[src/rtl/axis_sdram_pkg.sv]
`default_nettype none
// ============================================================================
// Module  : axis_sdram_pkg
// Purpose : Shared types and helpers for the multi-channel AXI4-Stream to
//           SDRAM write engine (FSM state type, counter width helper).
// Ports   : none (package)
// Revision: 1.0 - initial release
// ============================================================================
package axis_sdram_pkg;

  typedef enum logic [0:0] {
    IDLE  = 1'b0,
    BURST = 1'b1
  } wr_state_t;

  // Ceil-log2, never less than 1 so that single-entry counters and
  // single-channel indices still get a legal one-bit vector.
  function automatic int clog2_min1(input int value);
    int r;
    r = 0;
    while ((1 << r) < value) r = r + 1;
    return (r < 1) ? 1 : r;
  endfunction

endpackage
`default_nettype wire

[src/rtl/rr_arbiter.sv]
`default_nettype none
// ============================================================================
// Module  : rr_arbiter
// Purpose : Combinational round-robin arbiter. Searches the request vector
//           starting one position after the last grant and wrapping modulo N.
// Ports   : req        in  N      request per requester
//           last       in  IDX_W  index of the previous grant
//           grant      out N      one-hot grant (zero when nothing requests)
//           grant_idx  out IDX_W  index of the granted requester
//           any        out 1      at least one request present
// Revision: 1.0 - initial release
// ============================================================================
module rr_arbiter #(
  parameter int N     = 4,
  parameter int IDX_W = 2
) (
  input  logic [N-1:0]     req,
  input  logic [IDX_W-1:0] last,
  output logic [N-1:0]     grant,
  output logic [IDX_W-1:0] grant_idx,
  output logic             any
);

  int               cand;
  logic [IDX_W-1:0] cand_idx;

  always_comb begin
    grant     = '0;
    grant_idx = '0;
    any       = 1'b0;
    cand      = 0;
    cand_idx  = '0;
    // The last-granted requester is visited last (i == N), so it only wins
    // again when nobody else is asking.
    for (int i = 1; i <= N; i++) begin
      cand     = (int'(last) + i) % N;
      cand_idx = cand[IDX_W-1:0];
      if (!any && req[cand_idx]) begin
        any             = 1'b1;
        grant[cand_idx] = 1'b1;
        grant_idx       = cand_idx;
      end
    end
  end

endmodule
`default_nettype wire

[src/rtl/axis_sdram_mc_writer.sv]
`default_nettype none
// ============================================================================
// Module  : axis_sdram_mc_writer
// Purpose : Multi-channel AXI4-Stream to SDRAM write engine. Round-robin
//           arbitration at burst granularity, one write command per word,
//           bounded outstanding responses, one circular region per channel.
// Config  : AXIS_SDRAM_MC_WR_FRAME_SYNC_EN - when defined, an accepted word
//           with tlast reloads the channel pointer to its region base.
// Ports   : sdram_clk / sdram_rst      clock, synchronous active-high reset
//           s_tdata/tvalid/tlast/tready per-channel AXI4-Stream slaves
//           cfg_en/cfg_base/cfg_words  per-channel enable and region
//           sdram_cmd_*                write command port (rw tied 0)
//           sdram_resp_valid/ready     write completion (ready tied 1)
//           busy                       FSM active or responses pending
//           resp_err                   sticky unexpected-response flag
// Revision: 1.0 - initial release
// ============================================================================
module axis_sdram_mc_writer
  import axis_sdram_pkg::*;
#(
  parameter int DATA_WIDTH      = 16,
  parameter int ADDR_WIDTH      = 24,
  parameter int NUM_CH          = 4,
  parameter int BURST_LEN       = 8,
  parameter int MAX_OUTSTANDING = 4
) (
  input  logic                         sdram_clk,
  input  logic                         sdram_rst,
  input  logic [NUM_CH*DATA_WIDTH-1:0] s_tdata,
  input  logic [NUM_CH-1:0]            s_tvalid,
  input  logic [NUM_CH-1:0]            s_tlast,
  output logic [NUM_CH-1:0]            s_tready,
  input  logic [NUM_CH-1:0]            cfg_en,
  input  logic [NUM_CH*ADDR_WIDTH-1:0] cfg_base,
  input  logic [NUM_CH*ADDR_WIDTH-1:0] cfg_words,
  output logic                         sdram_cmd_valid,
  output logic                         sdram_cmd_rw,
  output logic [ADDR_WIDTH-1:0]        sdram_cmd_addr,
  output logic [DATA_WIDTH-1:0]        sdram_cmd_wdata,
  input  logic                         sdram_cmd_ready,
  input  logic                         sdram_resp_valid,
  output logic                         sdram_resp_ready,
  output logic                         busy,
  output logic                         resp_err
);

  localparam int IDX_W = clog2_min1(NUM_CH);
  localparam int CNT_W = clog2_min1(BURST_LEN + 1);
  localparam int OUT_W = clog2_min1(MAX_OUTSTANDING + 1);

  wr_state_t             state;
  // rr_ptr doubles as the current grant: it is loaded with the winner on
  // every arbitration and is only consulted again at the next arbitration.
  logic [IDX_W-1:0]      rr_ptr;
  logic [NUM_CH-1:0]     gnt_oh;
  logic [CNT_W-1:0]      burst_cnt;
  logic [OUT_W-1:0]      outstanding;
  logic [ADDR_WIDTH-1:0] wr_ptr   [NUM_CH];
  logic [ADDR_WIDTH-1:0] base_ch  [NUM_CH];
  logic [ADDR_WIDTH-1:0] words_ch [NUM_CH];
  logic [DATA_WIDTH-1:0] data_ch  [NUM_CH];

  generate
    for (genvar k = 0; k < NUM_CH; k++) begin : g_unpack
      assign base_ch[k]  = cfg_base[k*ADDR_WIDTH +: ADDR_WIDTH];
      assign words_ch[k] = cfg_words[k*ADDR_WIDTH +: ADDR_WIDTH];
      assign data_ch[k]  = s_tdata[k*DATA_WIDTH +: DATA_WIDTH];
    end
  endgenerate

  logic [NUM_CH-1:0] arb_oh;
  logic [IDX_W-1:0]  arb_idx;
  logic              arb_any;

  rr_arbiter #(
    .N     (NUM_CH),
    .IDX_W (IDX_W)
  ) u_arb (
    .req       (cfg_en & s_tvalid),
    .last      (rr_ptr),
    .grant     (arb_oh),
    .grant_idx (arb_idx),
    .any       (arb_any)
  );

  logic                  sel_ok;
  logic                  sel_last;
  logic                  room;
  logic                  cmd_valid_int;
  logic                  accept;
  logic [ADDR_WIDTH-1:0] ptr_next;
  logic                  wrap;
  logic                  burst_full;
  logic                  frame_reload;

  assign sel_ok        = s_tvalid[rr_ptr] && cfg_en[rr_ptr];
  assign sel_last      = s_tlast[rr_ptr];
  assign room          = (outstanding < OUT_W'(MAX_OUTSTANDING));
  assign cmd_valid_int = (state == BURST) && sel_ok && room;
  assign accept        = cmd_valid_int && sdram_cmd_ready;
  assign ptr_next      = wr_ptr[rr_ptr] + ADDR_WIDTH'(1);
  // Region end compared modulo 2^ADDR_WIDTH, so regions may straddle the top.
  assign wrap          = (ptr_next == (base_ch[rr_ptr] + words_ch[rr_ptr]));
  assign burst_full    = (burst_cnt == CNT_W'(BURST_LEN - 1));

`ifdef AXIS_SDRAM_MC_WR_FRAME_SYNC_EN
  assign frame_reload  = sel_last;
`else
  assign frame_reload  = 1'b0;
`endif

  assign sdram_cmd_valid  = cmd_valid_int;
  assign sdram_cmd_rw     = 1'b0;
  assign sdram_cmd_addr   = wr_ptr[rr_ptr];
  assign sdram_cmd_wdata  = data_ch[rr_ptr];
  assign sdram_resp_ready = 1'b1;
  assign s_tready         = accept ? gnt_oh : '0;
  assign busy             = (state != IDLE) || (outstanding != '0);

  // Burst FSM: one arbitration cycle in IDLE, commands only in BURST.
  always_ff @(posedge sdram_clk) begin
    if (sdram_rst) begin
      state     <= IDLE;
      rr_ptr    <= '0;
      gnt_oh    <= '0;
      burst_cnt <= '0;
    end else begin
      case (state)
        IDLE: begin
          if (arb_any) begin
            rr_ptr    <= arb_idx;
            gnt_oh    <= arb_oh;
            burst_cnt <= '0;
            state     <= BURST;
          end
        end
        BURST: begin
          if (!sel_ok) begin
            state <= IDLE;
          end else if (accept) begin
            burst_cnt <= burst_cnt + CNT_W'(1);
            if (burst_full || sel_last || wrap) state <= IDLE;
          end
        end
        default: state <= IDLE;
      endcase
    end
  end

  // Response accounting; a completion with nothing in flight is flagged.
  always_ff @(posedge sdram_clk) begin
    if (sdram_rst) begin
      outstanding <= '0;
      resp_err    <= 1'b0;
    end else begin
      if (accept && !sdram_resp_valid) begin
        outstanding <= outstanding + OUT_W'(1);
      end else if (!accept && sdram_resp_valid) begin
        if (outstanding == '0) resp_err    <= 1'b1;
        else                   outstanding <= outstanding - OUT_W'(1);
      end
    end
  end

  // Disabled channels continuously track their base so that a newly
  // enabled channel starts at the top of its region.
  always_ff @(posedge sdram_clk) begin
    for (int k = 0; k < NUM_CH; k++) begin
      if (sdram_rst) begin
        wr_ptr[k] <= '0;
      end else if (!cfg_en[k]) begin
        wr_ptr[k] <= base_ch[k];
      end else if (accept && (rr_ptr == IDX_W'(k))) begin
        if (wrap || frame_reload) wr_ptr[k] <= base_ch[k];
        else                      wr_ptr[k] <= ptr_next;
      end
    end
  end

endmodule
`default_nettype wire
[config.mk]
export PLATFORM = sky130hd
export DESIGN_NAME = axis_sdram_mc_writer
export DESIGN_NICKNAME = d
export VERILOG_FILES = /design/src/rtl/axis_sdram_pkg.sv /design/src/rtl/rr_arbiter.sv /design/src/rtl/axis_sdram_mc_writer.sv
export SDC_FILE = /design/constraint.sdc
export NUM_CORES = 1
export LEC_CHECK = 0
export ABC_CLOCK_PERIOD_IN_PS = 6080
export CORE_AREA = 2 2 120 180
export DETAILED_ROUTE_END_ITERATION = 10
export DIE_AREA = 0 0 122 182
export GPL_ROUTABILITY_DRIVEN = 1
export PLACE_DENSITY_LB_ADDON = 0.08
export SYNTH_ARGS = -nofsm -noshare
export SYNTH_HDL_FRONTEND = slang
export SYNTH_SLANG_ARGS = --single-unit
export TNS_END_PERCENT = 10
[constraint.sdc]
create_clock -name sdram_clk -period 6.08 [get_ports sdram_clk]
set_input_delay 1.216 -clock sdram_clk [delete_from_list [all_inputs] [get_ports sdram_clk]]
set_output_delay 1.216 -clock sdram_clk [all_outputs]
set_load 0.05 [all_outputs]
==> run_1/congestion.png <==
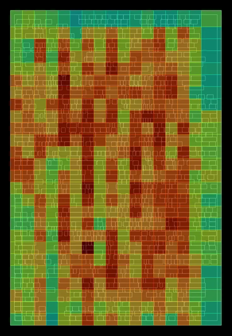
global routing usage on met2: 0.589
met3 usage: 0.0688
met1 usage: 0.353

==> run_1/layer_met4.png <==
Cells faint in the background.
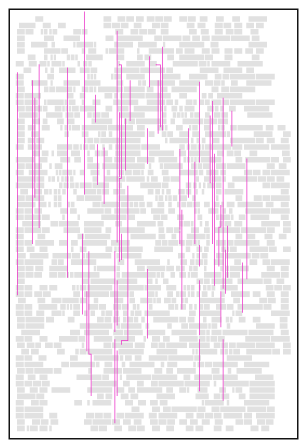
main direction: vertical
nets with wire on the layer: 37
longest straight run: 94.5 microns
routed wire length: 36100 microns
routed vias: 8949

==> run_1/clk_routes.png <==
Scale bar: 20 microns.
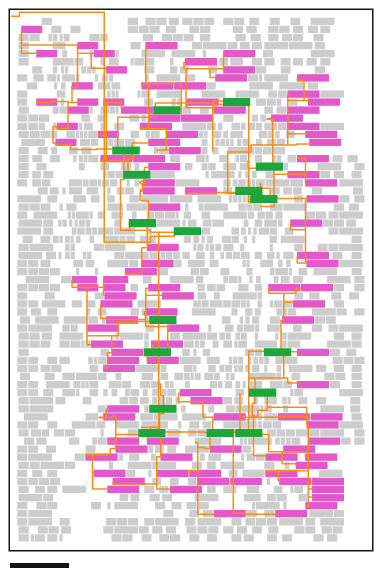
[magenta] flip-flops | count: 113
[green] clock drivers | count: 17
[orange] clock wires | length: 1800 microns
routed clock nets: 18

==> results.ini, run 1 <==
[run_status]
outcome = complete, no violations

[layout]
n_clock_buffer = 24
largest-register = wr_ptr
clockNetworkAreaShare = 0.0451
drive_above_1_share = 0.156
fin_util = 0.662
final_cell_mix = clkdlybuf4s50_1 (318), edfxtp_1 (96), mux4_2 (88), nand2_1 (65), a22o_1 (48)
fillers = 1626
syn_to_final_growth_pct = 43.5
num-multi-input-gates = 620
regArea_sq_um = 3230
nNetsFinal = 1435
seq-cell-share = 0.235
final_cell_area_sq_um = 13700
seq_cell_count = 113
final_common_cell = clkdlybuf4s50_1
combGateArea_sq_um = 5940

[power]
powerClk_mw = 1.04
p_seq_frac = 0.171
internal_power_mw = 3.47
powerDensity_nw_per_um2 = 457
max-vdd-ir-drop_mv = 0.241
leakagePower_nw = 5.09
switching_share = 0.448
comb_power_mw = 4.17
comb_power_share = 0.663
p_sw_mw = 2.81

[critical_path]
arrival_ns = 5.90
cp.buffers_inverters = 3
path_class = in2reg
ff2ff_path_depth = 17
r2r_slack_ns = 0.71
end_kind = register
crit_path_end = wr_ptr[3][8]$_DFFE_PP_
cp_common_cell = xnor2_1
r2r-end = wr_ptr[3][8]$_DFFE_PP_
cp.depth = 17
crit_start = cfg_base[72]
start_kind = input pin
reg2reg_from = rr_ptr[0]$_SDFFE_PP0P_
max_stage_delay_ns = 0.58
crit_family = simple AND/OR/NAND/NOR gates

[synthesis]
synth_top_area_share = 0.301
synthesis.nets = 1125
yosysWarnings = 0
top_cell = edfxtp_1
syn_inst = 820
synthArstFlopShare = 0
aoi_share = 0.153
synthAdderAreaFrac = 0.0447
simple_gate_share = 0.123
ys.flop_type = edfxtp_1
synthTopCellsByArea = edfxtp_1 (30%), mux4_2 (21%), a22o_1 (4.4%)

[floorplan]
io_pins = 321
die_y_microns = 182
die_area_sq_um = 22200
num_rows = 65
initial_utilization = 0.462
core_sq_um = 20700

[worst_hold_path]
min_path_type = reg2reg
hold_end = burst_cnt[1]$_SDFFE_PP0P_
min_from = burst_cnt[1]$_SDFFE_PP0P_
holdPathStages = 2

[sta]
fin_crit_sh = 0.942
hold_slack_ns = 0.489
rsz0062_at_grt = no
max_slew_margin = 0.194
clock.fmax_mhz = 175
post-route-min-period_ns = 5.73
setup_viol = 0
finalWorstSetupSlack_ns = 0.354
fin_worst_skew_ns = 0.0117
hold_viol = 0
maxSlewViolCount = 0

[placed_design]
gp_congestion = 0.978
post-place-ws_ns = -0.00550
dpl-instance-area_sq_um = 13100
dp_hpwl_microns = 27500
port_buffers = 318
dp_cells = 1379

[clock_network]
cts_buffer_depth = 2
cts_buffers = 17
postCtsHoldBufs = 0
cts_setup_buffers = 0
root_buffer = clkbuf_16
cts.sink_count = 113
clkSlewWorstSetupHoldPaths_ns = 0.06

[route]
topRoutingLayerUsed = met4
wl_met3_microns = 3470
wl_met2_microns = 19000
viasPerCell = 6.34
ant_nets = 0
drt_iter0_markers = 774
drt-met1-wl_microns = 11800

[global_routing]
busiest_layer = met2
antenna_found_initial = 1
grt_pass1_vias = 9336
grt_max_degree = 46
grt_pass1_wl_microns = 53100
overflow = 0
grtUsageTotal = 0.326

[job]
warnings = 30

==> run_1/io_placement.png <==
Pins as bars across the die edge, other pins in grey.
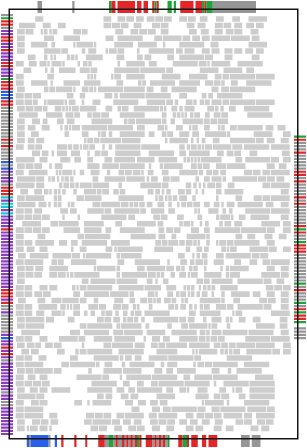

==> inputs of run 2 (changes only) <==
--- a/config.mk
+++ b/config.mk
@@ -6,6 +6,7 @@
 export NUM_CORES = 1
 export LEC_CHECK = 0
 export ABC_CLOCK_PERIOD_IN_PS = 6080
+export CAP_MARGIN = 30
 export CORE_AREA = 2 2 120 180
 export DETAILED_ROUTE_END_ITERATION = 10
 export DIE_AREA = 0 0 122 182
==> run_2/io_placement.png <==
Pins as bars across the die edge, other pins in grey.
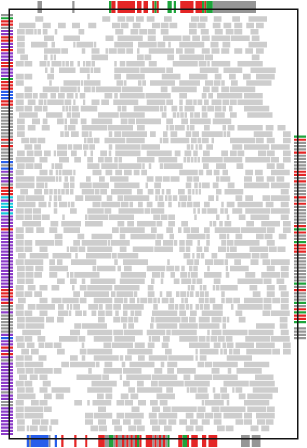
| colour | port | pins | direction | edge |
|---|---|---|---|---|
| blue | sdram_cmd_wdata | 16 | output | 10 south, 6 west |
| purple | s_tdata | 64 | input | west |
| cyan | s_tvalid | 4 | input | west |
| red | cfg_base | 96 | input | 30 south, 26 north, 24 west, 16 east |
| green | sdram_cmd_addr | 24 | output | 9 north, 7 east, 6 south, 2 west |
all pins by edge: 132 west, 68 south, 63 east, 58 north
I/O Buffers: 318
die width: 122 microns
Die H: 182 microns

==> run_2/clk_routes.png <==
Scale bar: 20 microns.
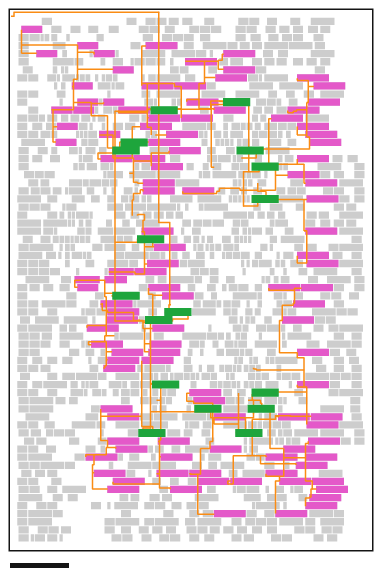
[orange] clock wires | length: 1760 microns
[green] clock drivers | count: 17
[magenta] flip-flops | count: 113
routed clock nets: 18
flops lie: spread over the die

==> run 2 against run 1 <==
  * Sequential power is essentially flat
  * Die size is the same
  * Synthesized area is the same
  * Largest power group unchanged
  * Highest routed layer unchanged
==> results.ini, run 2 <==
[run_status]
outcome = complete, no violations  ; unchanged

[sta]
rsz0062_at_grt = no  ; unchanged
clock.fmax_mhz = 175  ; about the same
max_slew_margin = 0.408  ; was 0.194
finalWorstSetupSlack_ns = 0.376  ; was 0.354 ns
fin_crit_sh = 0.938  ; was 0.942
post-route-min-period_ns = 5.70  ; was 5.73 ns
hold_viol = 0  ; unchanged
hold_slack_ns = 0.479  ; was 0.489 ns
maxSlewViolCount = 0  ; unchanged

[power]
max-vdd-ir-drop_mv = 0.258  ; was 0.241 mV
p_seq_frac = 0.172  ; was 0.171
internal_power_mw = 3.41  ; was 3.47 mW
switching_share = 0.454  ; was 0.448
powerSeq_mw = 1.08  ; was 1.07 mW
p_sw_mw = 2.83  ; was 2.81 mW
leakagePower_nw = 5.08  ; was 5.09 nW
comb_power_mw = 4.18  ; was 4.17 mW
powerDensity_nw_per_um2 = 455  ; was 457 nW/um^2
power.share.clock = 0.158  ; was 0.166
powerClk_uw = 986  ; was 1.04 mW
comb_power_share = 0.670  ; was 0.663

[floorplan]
core_sq_um = 20700  ; unchanged
num_rows = 65  ; unchanged
die_area_sq_um = 22200  ; unchanged
io_pins = 321  ; unchanged
initial_utilization = 0.462  ; unchanged

[synthesis]
yosysWarnings = 0  ; unchanged
simple_gate_share = 0.123  ; unchanged
ys.flop_type = edfxtp_1  ; unchanged
synthAdderAreaFrac = 0.0447  ; unchanged
synth_top_area_share = 0.301  ; unchanged
top_cell = edfxtp_1  ; unchanged
syn_inst = 820  ; unchanged
synthArstFlopShare = 0  ; unchanged
synthesis.nets = 1125  ; unchanged
synthTopCellsByArea = edfxtp_1 (30%), mux4_2 (21%), a22o_1 (4.4%)  ; unchanged
synth_cell_types = 74  ; unchanged

[clock_network]
root_buffer = clkbuf_16  ; unchanged
cts_setup_buffers = 0  ; unchanged
cts_buffers = 17  ; unchanged
postCtsHoldBufs = 0  ; unchanged
cts_buffer_depth = 2  ; unchanged
cts.sink_count = 113  ; unchanged
clkSlewWorstSetupHoldPaths_ns = 0.06  ; about the same

[worst_hold_path]
hold_end = resp_err$_SDFFE_PP0P_  ; was burst_cnt[1]$_SDFFE_PP0P_
min_path_type = reg2reg  ; unchanged
holdPathStages = 2  ; unchanged
min_from = resp_err$_SDFFE_PP0P_  ; was burst_cnt[1]$_SDFFE_PP0P_

[global_routing]
busiest_layer = met2  ; unchanged
grt_max_degree = 46  ; unchanged
use_met3 = 0.0568  ; was 0.0688
use_met2 = 0.597  ; was 0.589
use_met1 = 0.359  ; was 0.353
grtUsageTotal = 0.326  ; about the same
antenna_found_initial = 1  ; unchanged
overflow = 0  ; unchanged
grt_pass1_vias = 9329  ; was 9336
grt_pass1_wl_microns = 53300  ; was 53100 microns

[layout]
drive_above_1_share = 0.157  ; was 0.156
final_cell_mix = clkdlybuf4s50_1 (318), edfxtp_1 (96), mux4_2 (88), nand2_1 (65), a22o_1 (48)  ; unchanged
largest-register = wr_ptr  ; unchanged
nNetsFinal = 1436  ; was 1435
syn_to_final_growth_pct = 43.3  ; was 43.5%
fillers = 1634  ; was 1626
final_common_cell = clkdlybuf4s50_1  ; unchanged
num-multi-input-gates = 620  ; unchanged
n_clock_buffer = 20  ; was 24
fin_util = 0.662  ; about the same
seq_cell_count = 113  ; unchanged
final_cell_area_sq_um = 13700  ; about the same
regArea_sq_um = 3230  ; unchanged
clockNetworkAreaShare = 0.0423  ; was 0.0451
combGateArea_sq_um = 5940  ; unchanged
top_regs = wr_ptr (96), burst_cnt (4), gnt_oh (4)  ; unchanged
seq-cell-share = 0.236  ; was 0.235

[critical_path]
reg2reg_from = rr_ptr[0]$_SDFFE_PP0P_  ; unchanged
max_stage_delay_ns = 0.58  ; about the same
end_kind = register  ; unchanged
path_class = in2reg  ; unchanged
crit_family = simple AND/OR/NAND/NOR gates  ; unchanged
start_kind = input pin  ; unchanged
r2r-end = wr_ptr[3][20]$_DFFE_PP_  ; was wr_ptr[3][8]$_DFFE_PP_
cp.buffers_inverters = 3  ; unchanged
arrival_ns = 5.87  ; was 5.90 ns
cp.depth = 17  ; unchanged
cp_common_cell = xnor2_1  ; unchanged
crit_path_end = wr_ptr[3][20]$_DFFE_PP_  ; was wr_ptr[3][8]$_DFFE_PP_
r2r_slack_ns = 0.72  ; was 0.71 ns
ff2ff_path_depth = 17  ; unchanged

[route]
drt-met1-wl_microns = 12100  ; was 11800 microns
drt_iter0_markers = 862  ; was 774
ant_nets = 0  ; unchanged
viasPerCell = 6.35  ; was 6.34
topRoutingLayerUsed = met4  ; unchanged
num_vias = 8967  ; was 8949
wl_met2_microns = 19100  ; was 19000 microns
wirelength_microns = 36100  ; about the same

[placed_design]
dpl-instance-area_sq_um = 13100  ; about the same
gp_congestion = 0.978  ; unchanged
post-place-ws_ns = 0.00873  ; was -0.00550 ns
dp_hpwl_microns = 27600  ; was 27500 microns

[job]
warnings = 30  ; unchanged

Power is estimated from default activity; no workload was simulated.
